run_1/ff_map.png
Other sequential cells in the stronger gray, the rest of the logic in the fainter gray.
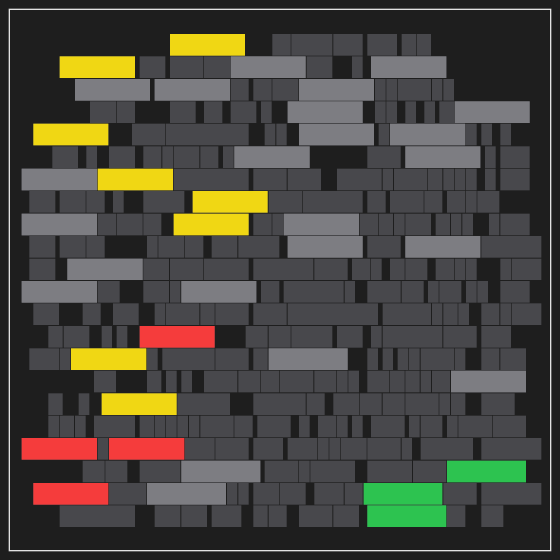
run_1/m1.png
Supply wires on this layer in gray.
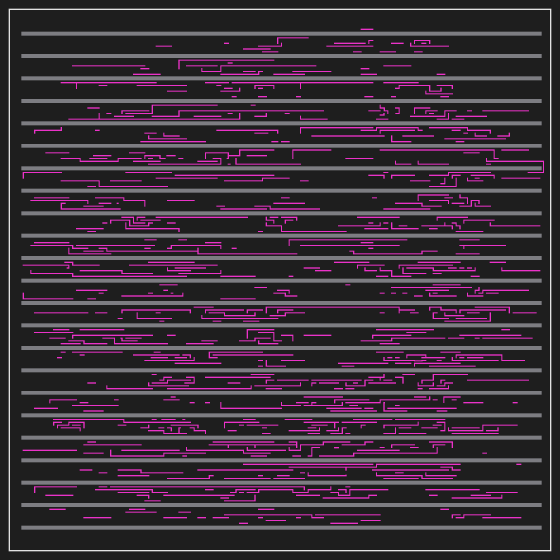
run_1/floorplan.png
Pins as bars on the die edge.
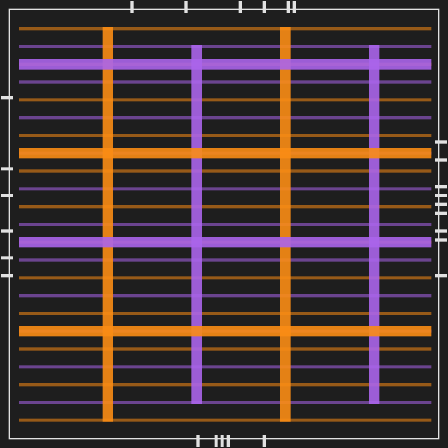
$ cat config.mk
export PLATFORM = sky130hd
export DESIGN_NAME = spi_master
export DESIGN_NICKNAME = d
export VERILOG_FILES = /design/src/rtl/spi_master.sv
export SDC_FILE = /design/constraint.sdc
export NUM_CORES = 1
export LEC_CHECK = 0
export ABC_AREA = 1
export CAP_MARGIN = 20
export CORE_UTILIZATION = 49
export DETAILED_ROUTE_END_ITERATION = 8
export GPL_TIMING_DRIVEN = 0
export PLACE_DENSITY = 0.79
export SLEW_MARGIN = 10
export SYNTH_ARGS = -nofsm -noshare
export SYNTH_HDL_FRONTEND = slang
export SYNTH_SLANG_ARGS = --single-unit
$ cat constraint.sdc
create_clock -name clk -period 1.3 [get_ports clk]
set_input_delay 0.13 -clock clk [delete_from_list [all_inputs] [get_ports clk]]
set_output_delay 0.13 -clock clk [all_outputs]
set_load 0.02 [all_outputs]
$ cat src/rtl/spi_master.sv
// spi_master: SPI mode-0 initiator with a word-level valid/ready host interface.
// sclk, ssel and mosi come straight from flops. Back-to-back words keep ssel low.
// Optional macro SPI_MASTER_LSB_FIRST_EN: LSB-first on mosi and on rxData.
module spi_master #(
    parameter int unsigned DATA_WIDTH = 8,
    parameter int unsigned CLK_DIV    = 2
) (
    input  logic                  clk,
    input  logic                  reset,
    input  logic [DATA_WIDTH-1:0] txData,
    input  logic                  txValid,
    output logic                  txReady,
    output logic [DATA_WIDTH-1:0] rxData,
    output logic                  rxValid,
    output logic                  busy,
    output logic                  sclk,
    output logic                  ssel,
    output logic                  mosi,
    input  logic                  miso
);

    localparam int unsigned DIV_W = (CLK_DIV > 1) ? $clog2(CLK_DIV) : 1;
    localparam int unsigned BIT_W = $clog2(DATA_WIDTH + 1);
    localparam logic [DIV_W-1:0] DIV_LAST = DIV_W'(CLK_DIV - 1);
    localparam logic [BIT_W-1:0] BIT_LAST = BIT_W'(DATA_WIDTH);

    if (DATA_WIDTH < 2) begin : g_bad_width
        $error("spi_master: DATA_WIDTH must be at least 2");
    end
    if (CLK_DIV < 1) begin : g_bad_div
        $error("spi_master: CLK_DIV must be at least 1");
    end

    typedef enum logic [2:0] {
        ST_IDLE,
        ST_SETUP,
        ST_SHIFT,
        ST_WORD_END,
        ST_HOLD,
        ST_DESEL
    } state_t;

    state_t                r_state;
    state_t                w_state_nxt;

    logic [DIV_W-1:0]      r_div_cnt,  w_div_cnt_nxt;
    logic [BIT_W-1:0]      r_bit_cnt,  w_bit_cnt_nxt;
    logic [DATA_WIDTH-1:0] r_tx_shift, w_tx_shift_nxt;
    logic [DATA_WIDTH-1:0] r_rx_shift, w_rx_shift_nxt;
    logic [DATA_WIDTH-1:0] r_rx_data,  w_rx_data_nxt;
    logic                  r_rx_valid, w_rx_valid_nxt;
    logic                  r_tx_ready, w_tx_ready_nxt;
    logic                  r_busy,     w_busy_nxt;
    logic                  r_sclk,     w_sclk_nxt;
    logic                  r_ssel,     w_ssel_nxt;
    logic                  r_mosi,     w_mosi_nxt;

    logic                  w_tick;
    logic                  w_accept;
    logic                  w_load_bit;
    logic                  w_next_bit;
    logic [DATA_WIDTH-1:0] w_tx_shifted;
    logic [DATA_WIDTH-1:0] w_rx_shifted;

    assign w_tick   = (r_div_cnt == DIV_LAST);
    assign w_accept = txValid & r_tx_ready;

    // Bit-order selection; the tx register rotates so every stored bit stays live.
`ifdef SPI_MASTER_LSB_FIRST_EN
    assign w_load_bit   = txData[0];
    assign w_tx_shifted = {r_tx_shift[0], r_tx_shift[DATA_WIDTH-1:1]};
    assign w_next_bit   = r_tx_shift[1];
    assign w_rx_shifted = {miso, r_rx_shift[DATA_WIDTH-1:1]};
`else
    assign w_load_bit   = txData[DATA_WIDTH-1];
    assign w_tx_shifted = {r_tx_shift[DATA_WIDTH-2:0], r_tx_shift[DATA_WIDTH-1]};
    assign w_next_bit   = r_tx_shift[DATA_WIDTH-2];
    assign w_rx_shifted = {r_rx_shift[DATA_WIDTH-2:0], miso};
`endif

    // State register; reset aborts any transfer in progress.
    always_ff @(posedge clk or posedge reset) begin
        if (reset) begin
            r_state <= ST_IDLE;
        end else begin
            r_state <= w_state_nxt;
        end
    end

    // Next-state logic.
    always_comb begin
        w_state_nxt = r_state;
        case (r_state)
            ST_IDLE:     if (w_accept) w_state_nxt = ST_SETUP;
            ST_SETUP:    if (w_tick) w_state_nxt = ST_SHIFT;
            ST_SHIFT:    if (w_tick && r_sclk && (r_bit_cnt == BIT_LAST)) w_state_nxt = ST_WORD_END;
            ST_WORD_END: w_state_nxt = w_accept ? ST_SETUP : ST_HOLD;
            ST_HOLD:     if (w_tick) w_state_nxt = ST_DESEL;
            ST_DESEL:    if (w_tick) w_state_nxt = ST_IDLE;
            default:     w_state_nxt = ST_IDLE;
        endcase
    end

    // Output/datapath next values: divider, shifters, SPI pins and host handshake.
    always_comb begin
        w_div_cnt_nxt  = ((w_state_nxt != r_state) || w_tick) ? '0 : r_div_cnt + DIV_W'(1);
        w_bit_cnt_nxt  = r_bit_cnt;
        w_tx_shift_nxt = r_tx_shift;
        w_rx_shift_nxt = r_rx_shift;
        w_rx_data_nxt  = r_rx_data;
        w_rx_valid_nxt = 1'b0;
        w_tx_ready_nxt = (w_state_nxt == ST_IDLE) || (w_state_nxt == ST_WORD_END);
        w_busy_nxt     = (w_state_nxt != ST_IDLE);
        w_sclk_nxt     = r_sclk;
        w_ssel_nxt     = r_ssel;
        w_mosi_nxt     = r_mosi;
        case (r_state)
            ST_IDLE, ST_WORD_END: begin
                if (w_accept) begin
                    w_tx_shift_nxt = txData;
                    w_mosi_nxt     = w_load_bit;
                    w_ssel_nxt     = 1'b0;
                    w_bit_cnt_nxt  = '0;
                end
            end
            ST_SETUP: begin
                if (w_tick) begin
                    w_sclk_nxt     = 1'b1;
                    w_rx_shift_nxt = w_rx_shifted;
                    w_bit_cnt_nxt  = r_bit_cnt + BIT_W'(1);
                end
            end
            ST_SHIFT: begin
                if (w_tick) begin
                    if (!r_sclk) begin
                        w_sclk_nxt     = 1'b1;
                        w_rx_shift_nxt = w_rx_shifted;
                        w_bit_cnt_nxt  = r_bit_cnt + BIT_W'(1);
                    end else begin
                        w_sclk_nxt = 1'b0;
                        if (r_bit_cnt == BIT_LAST) begin
                            w_rx_data_nxt  = r_rx_shift;
                            w_rx_valid_nxt = 1'b1;
                        end else begin
                            w_tx_shift_nxt = w_tx_shifted;
                            w_mosi_nxt     = w_next_bit;
                        end
                    end
                end
            end
            ST_HOLD: begin
                if (w_tick) begin
                    w_ssel_nxt = 1'b1;
                    w_mosi_nxt = 1'b0;
                end
            end
            default: begin
            end
        endcase
    end

    // Datapath and output flops.
    always_ff @(posedge clk or posedge reset) begin
        if (reset) begin
            r_div_cnt  <= '0;
            r_bit_cnt  <= '0;
            r_tx_shift <= '0;
            r_rx_shift <= '0;
            r_rx_data  <= '0;
            r_rx_valid <= 1'b0;
            r_tx_ready <= 1'b1;
            r_busy     <= 1'b0;
            r_sclk     <= 1'b0;
            r_ssel     <= 1'b1;
            r_mosi     <= 1'b0;
        end else begin
            r_div_cnt  <= w_div_cnt_nxt;
            r_bit_cnt  <= w_bit_cnt_nxt;
            r_tx_shift <= w_tx_shift_nxt;
            r_rx_shift <= w_rx_shift_nxt;
            r_rx_data  <= w_rx_data_nxt;
            r_rx_valid <= w_rx_valid_nxt;
            r_tx_ready <= w_tx_ready_nxt;
            r_busy     <= w_busy_nxt;
            r_sclk     <= w_sclk_nxt;
            r_ssel     <= w_ssel_nxt;
            r_mosi     <= w_mosi_nxt;
        end
    end

    assign txReady = r_tx_ready;
    assign rxData  = r_rx_data;
    assign rxValid = r_rx_valid;
    assign busy    = r_busy;
    assign sclk    = r_sclk;
    assign ssel    = r_ssel;
    assign mosi    = r_mosi;

endmodule

==> impl_metrics.toml, run 1 <==
# yosys + openroad results
[clock_network]
path_clk_slew_ns = 0.08
cts_setup_buffers = 20
cts_buffer_depth = 2
postCtsHoldBufs = 0
cts_tree = "yes"
cts_root_buf = "clkbuf_8"
cts-buffers-inserted = 5
clkSinkCount = 38
cts_max_level = 2

[critical_path]
required_ns = 1.48
worstSetupStartpoint = "r_state[0]"
path_cells = "inv_4 -> buf_4 -> nor2_4 -> nand2_1 -> nand2_1 -> nand2_2 -> nand3_4 -> or2_1"
critPathKind = "reg -> reg"
cp_max_fo = 4
end_kind = "flop"
critPathMaxStageDelay_ns = 0.46
r2r_slack_ns = -0.14
crit_family = "simple AND/OR/NAND/NOR gates"
r2r.worst_path.cells = 8

[final_timing]
final-setup-viol-count = 33
min_period_ns = 1.436
fin_crit_sh_pct = 110.4
max_slew_margin_pct = 83.57
drv_slew = 0
final_hold_viol_count = 0
holdWs_ns = 0.1665
clock_skew_ns = 0.01160
rsz0062_at_grt = "yes"
setup_ws_ns = -0.1356

[synth]
synthCells = 228
synth_top_cell_by_count = "nand2_1"
ys_warn_count = 0
ys.flops = 38
synthesis.area_mm2 = 0.001971
ff_type = "dfrtp_1"
ys_seq_share_pct = 48.38
synth-area-yosys_mm2 = 0.001971
top_cells_by_count = "nand2_1 (80), dfrtp_1 (36), inv_1 (22), nand3_1 (17), o21ai_2 (14)"

[layout]
nets = 309
design_area_mm2 = 0.003050
layout_top_cells = "nand2_1 (53), dfrtp_1 (32), nand2_2 (25)"
areaGrowthSynthToFinish_pct = 54.79
final_util_pct = 80.89
diodes = 0
final_common_cell = "nand2_1"
drive_above_1_share_pct = 48.47

[outcome]
status = "finished, violations left"
violations = "negative setup slack"

[die]
chip_area_mm2 = 0.004279
rows = 22
ios = 26
floorplan.core_util_pct = 52.26

[power]
leakage_nw = 1.532
power.density_mw_per_mm2 = 2358
pwr-share-seq_pct = 27.0
fin_total_pwr_mw = 7.193
p_int_mw = 4.006
switchingPower_mw = 3.187
power.share.switching_pct = 44.31
power.share.clock_pct = 14.7
pwr-share-comb_pct = 58.2

[routing]
wl_per_cell_um = 16.54
drt-pass1-iter-count = 4
routed_via_density = 5.297
drt-initial-drc-count = 134
final_antenna_net_count = 0
drc = 0
drt_wl_total_um = 5674

[grt]
grt_pass1_vias = 1635
grt_pass1_wl_um = 7514
grt-ovfl-total = 0
grt_max_degree = 39
antenna_found_initial = 0

[placed_design]
portBuffers = 25
post-dp-hpwl_um = 2523
gp_congestion = 0.7893
placed_area_mm2 = 0.002311
pre_cts_ws_ns = -0.1768

[job]
log.warning_count = 30
max-cap-violations = 0

[hold_path]
hold_class = "in -> async"
## Picture notes: ff_map.png
Key: r_state = green [flops 3]; r_rx_shift = yellow [flops 8]; r_bit_cnt = red [flops 4, where lower left]
Another 23 sequential cells are not colored.
sequential power: 1.95 mW
sequential cell area share: 31.42%

## Picture notes: m1.png
The layer carries 2130 um of wire. The wires run mostly horizontal. 275 nets have wire on it.

## Picture notes: floorplan.png
Key: VSS = orange; VDD = purple
4 straps on met4. 23 met1 rails follow the rows. 26 signal pins sit on the boundary.
CORE AREA: 0.003771 mm2
Die H: 65.42 um
Die W: 65.42 um
peak supply drop: 1.483 mV

-- run 1: metal layers --
layer	track usage (%)	vias to the layer above	part of all wire [%]
li1	-	842	-
met1	29.65	888	38
met2	39.30	70	54
met3	5.729	17	5.4
met4	8.424	0	3.1
met5	0	-	0
-- run 1: kinds of logic (layout without fill, tap and decap cells) --
group                    after synthesis  count (layout)  synth area share, %
AND/OR/NAND/NOR                      128             130                31.17
buffers and inverters                 31              96                8.063
adder cells (fa/ha/maj)                2               2                1.270
flip-flops                            38              38                48.38
XOR/XNOR                               2               2               0.8891
AND-OR/OR-AND                         27              27                10.22
-- run 1: power groups by stage --
stage / sequential [mW] / clock, mW / combinational [mW]
2_1_floorplan: 1.92 / 0 / 1.80
3_3_place_gp: 1.86 / 0 / 2.38
3_5_place_dp: 1.88 / 0 / 2.42
4_1_cts: 1.88 / 1.05 / 3.21
5_1_grt: 1.98 / 1.13 / 4.50
6_report: 1.95 / 1.06 / 4.19
-- run 1: final cells by class --
type                            count  area, um2
Inverter                           26      107.6
Tap cell                           48      60.06
Clock inverter                      1      30.03
Fill cell                         214      720.7
Multi-Input combinational cell    161       1137
Buffer                              5      76.32
Timing Repair Buffer               58      598.1
Clock buffer                        6      82.58
Sequential cell                    38      958.4
-- run 1: flip-flops by register name (all words and copies together) (netlist names), 3 cells and up --
name	cells
r_bit_cnt	4
r_rx_shift	8
r_tx_shift	8
r_state	3
rxData	8
-- run 1: worst max path at each step --
stage / slack, ns / to / depth (start not counted)
6_report: -0.14 / busy / 8
5_1_grt: -0.18 / r_tx_shift[1] / 8
4_1_cts: -0.06 / r_rx_shift[7] / 9
3_5_place_dp: -0.18 / r_tx_shift[2] / 8
3_3_place_gp: -0.57 / r_bit_cnt[0] / 2
2_1_floorplan: -0.01 / r_tx_shift[7] / 8
==> run 2, diff against run 1 <==
--- a/config.mk
+++ b/config.mk
@@ -6,6 +6,7 @@
 export NUM_CORES = 1
 export LEC_CHECK = 0
 export ABC_AREA = 1
+export ABC_CLOCK_PERIOD_IN_PS = 1300
 export CAP_MARGIN = 20
 export CORE_UTILIZATION = 49
 export DETAILED_ROUTE_END_ITERATION = 8
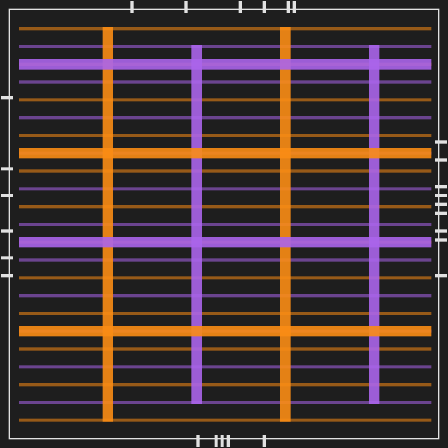
run_2/floorplan.png
Pins as bars on the die edge.
Key: VDD = purple; VSS = orange
The core has 22 rows. 26 signal pins sit on the boundary. 4 straps on met4.

==> impl_metrics.toml, run 2 <==
# yosys + openroad results
[routing]
wl_met2_um = 3062
final_antenna_net_count = 0
drt-pass1-iter-count = 4
met3_length_um = 305
drt-initial-drc-count = 134
topRoutingLayerUsed = "met4"
wl_met1_um = 2132
routed_via_density = 5.297
wl_per_cell_um = 16.54
drc = 0

[final_timing]
final_hold_viol_count = 0
fmax_mhz = 696.6
clock_skew_ns = 0.01160
drv_slew = 0
fin_crit_sh_pct = 110.4
final-setup-viol-count = 33
rsz0062_at_grt = "yes"
min_period_ns = 1.436
worst-slew-pin-transition_ns = 0.2448
setup_ws_ns = -0.1356
max_slew_margin_pct = 83.57

[layout]
nets = 309
layout_top_cells = "nand2_1 (53), dfrtp_1 (32), nand2_2 (25)"
combGateArea_mm2 = 0.001137
final_common_cell = "nand2_1"
design_area_mm2 = 0.003050
areaGrowthSynthToFinish_pct = 54.79
flop_area_um2 = 958.4
drive_above_1_share_pct = 48.47
diodes = 0
fill_cells = 214

[clock_network]
cts_buffer_depth = 2
cts_root_buf = "clkbuf_8"
clkSinkCount = 38
cts-buffers-inserted = 5
cts_setup_buffers = 20
cts_tree = "yes"
cts_resized = 56
clock_latency_ns = 0.30
postCtsHoldBufs = 0
cts_max_level = 2
path_clk_slew_ns = 0.08

[outcome]
status = "finished, violations left"
violations = "negative setup slack"

[synth]
synthCells = 228
synth-area-yosys_mm2 = 0.001971
top_cells_by_count = "nand2_1 (80), dfrtp_1 (36), inv_1 (22), nand3_1 (17), o21ai_2 (14)"
top_cells_by_area = "dfrtp_1 (46%), nand2_1 (15%), o21ai_2 (6.2%)"
synth_top_area_share_pct = 45.71
synth_top_cell_by_count = "nand2_1"
synthArstFlopShare_pct = 100.0
yosys.area.top_type = "dfrtp_1"
synth.distinct_cells = 28
yosys_cells = 228
synthesis.area_mm2 = 0.001971
fp_nets = 242
ys_warn_count = 0
ff_type = "dfrtp_1"
edf_count = 0
ys.flops = 38
avgSynthCellArea_um2 = 8.643
ys_seq_share_pct = 48.38

[critical_path]
reg2reg_from = "r_state[0]"
worstSetupStartpoint = "r_state[0]"
r2r_slack_ns = -0.14
r2r-end = "busy"
end_kind = "flop"
critical_path_arrival_ns = 1.62
cp-start-kind = "flop"
required_ns = 1.48
r2r.worst_path.cells = 8
cp_max_fo = 4
critPathKind = "reg -> reg"

[grt]
use_met3_pct = 5.729
grt_max_degree = 39
grt_usage_pct = 23.59
busiest_layer = "met2"
antenna_found_initial = 0
grt-ovfl-total = 0
grt_pass1_wl_um = 7514
grt_pass1_vias = 1635
met2_usage_pct = 39.30

[power]
ir_worst_vdd_mv = 1.483
power.density_mw_per_mm2 = 2358
fin_total_pwr_mw = 7.193
leakage_nw = 1.532

[die]
floorplan.core_util_pct = 52.26
die_w_um = 65.42
die-height_um = 65.42
rows = 22
chip_area_mm2 = 0.004279
ios = 26
core_area_mm2 = 0.003771

[placed_design]
gp_congestion = 0.7893
placed_area_mm2 = 0.002311
post-dp-hpwl_um = 2523
portBuffers = 25

[job]
max-cap-violations = 0
log.warning_count = 30

[hold_path]
hold_class = "in -> async"
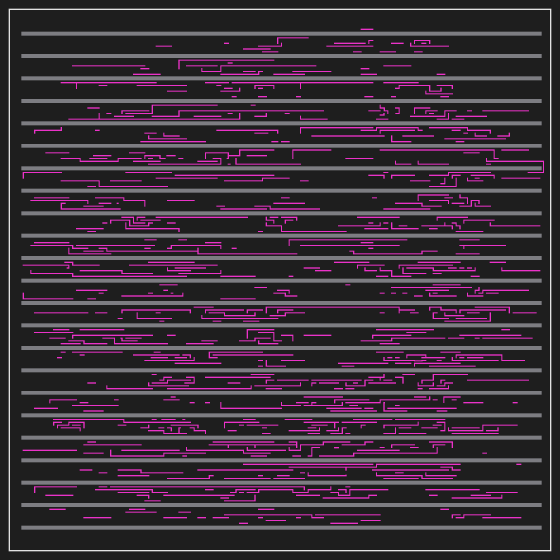
run_2/m1.png
Supply wires on this layer in gray.
275 nets have wire on it. The layer holds 38% of the routed length.
WL final: 5674 um
grt met1 use: 29.65%
Vias: 1817

## run 2: cell counts after synthesis
Identical to the previous run, type by type.
## run 2: kinds of logic after synthesis
family,share of synthesized area [%]
and+or+nand+nor,31.17
DFF,48.38
buffers and inverters,8.063
AOI/OAI and AO/OA,10.22
xor gates and xnor gates,0.8891
adders and majority gates,1.270
## run 2: power breakdown
group	switching, mW	internal, mW
Clock	0.446	0.614
Combinational	2.40	1.79
Sequential	0.343	1.60
## run 2: per-stage QoR
step	utilization [%]	cells	worst slack (ns)	TNS, ns	hold WS (ns)
finish	80.89	343	-0.1356	-2.521	0.1665
global route	80.89	343	-0.1793	-4.348	0.1994
CTS	72.50	332	-0.05502	-0.8081	0.1839
detailed placement	61.28	302	-0.1768	-3.178	0.4631
global placement	60.75	301	-0.5674	-23.60	0.4545
floorplan	-	228	-0.01158	-0.09262	0.2566
## run 2: worst max path at each step
stage | endpoint | depth (start not counted) | slack (ns)
2_1_floorplan | r_tx_shift[7] | 8 | -0.01
3_3_place_gp | r_bit_cnt[0] | 2 | -0.57
3_5_place_dp | r_tx_shift[2] | 8 | -0.18
4_1_cts | r_rx_shift[7] | 9 | -0.06
5_1_grt | r_tx_shift[1] | 8 | -0.18
6_report | busy | 8 | -0.14
## run 2: layout make-up
class / instances / share of cell area [%]
Multi-Input combinational cell: 161 / 37.28
Sequential cell: 38 / 31.42
Timing Repair Buffer: 58 / 19.61
Inverter: 26 / 3.527
Clock buffer: 6 / 2.707
Buffer: 5 / 2.502
Tap cell: 48 / 1.969
Clock inverter: 1 / 0.9844
## run 2: critical path, stage by stage (launching register included)
cell	delay [ns]
dfrtp_2	0.46
inv_4	0.11
buf_4	0.14
nor2_4	0.04
nand2_1	0.05
nand2_1	0.07
nand2_2	0.08
nand3_4	0.10
or2_1	0.26
No activity file was given, so power comes from the tool's default toggle rates.
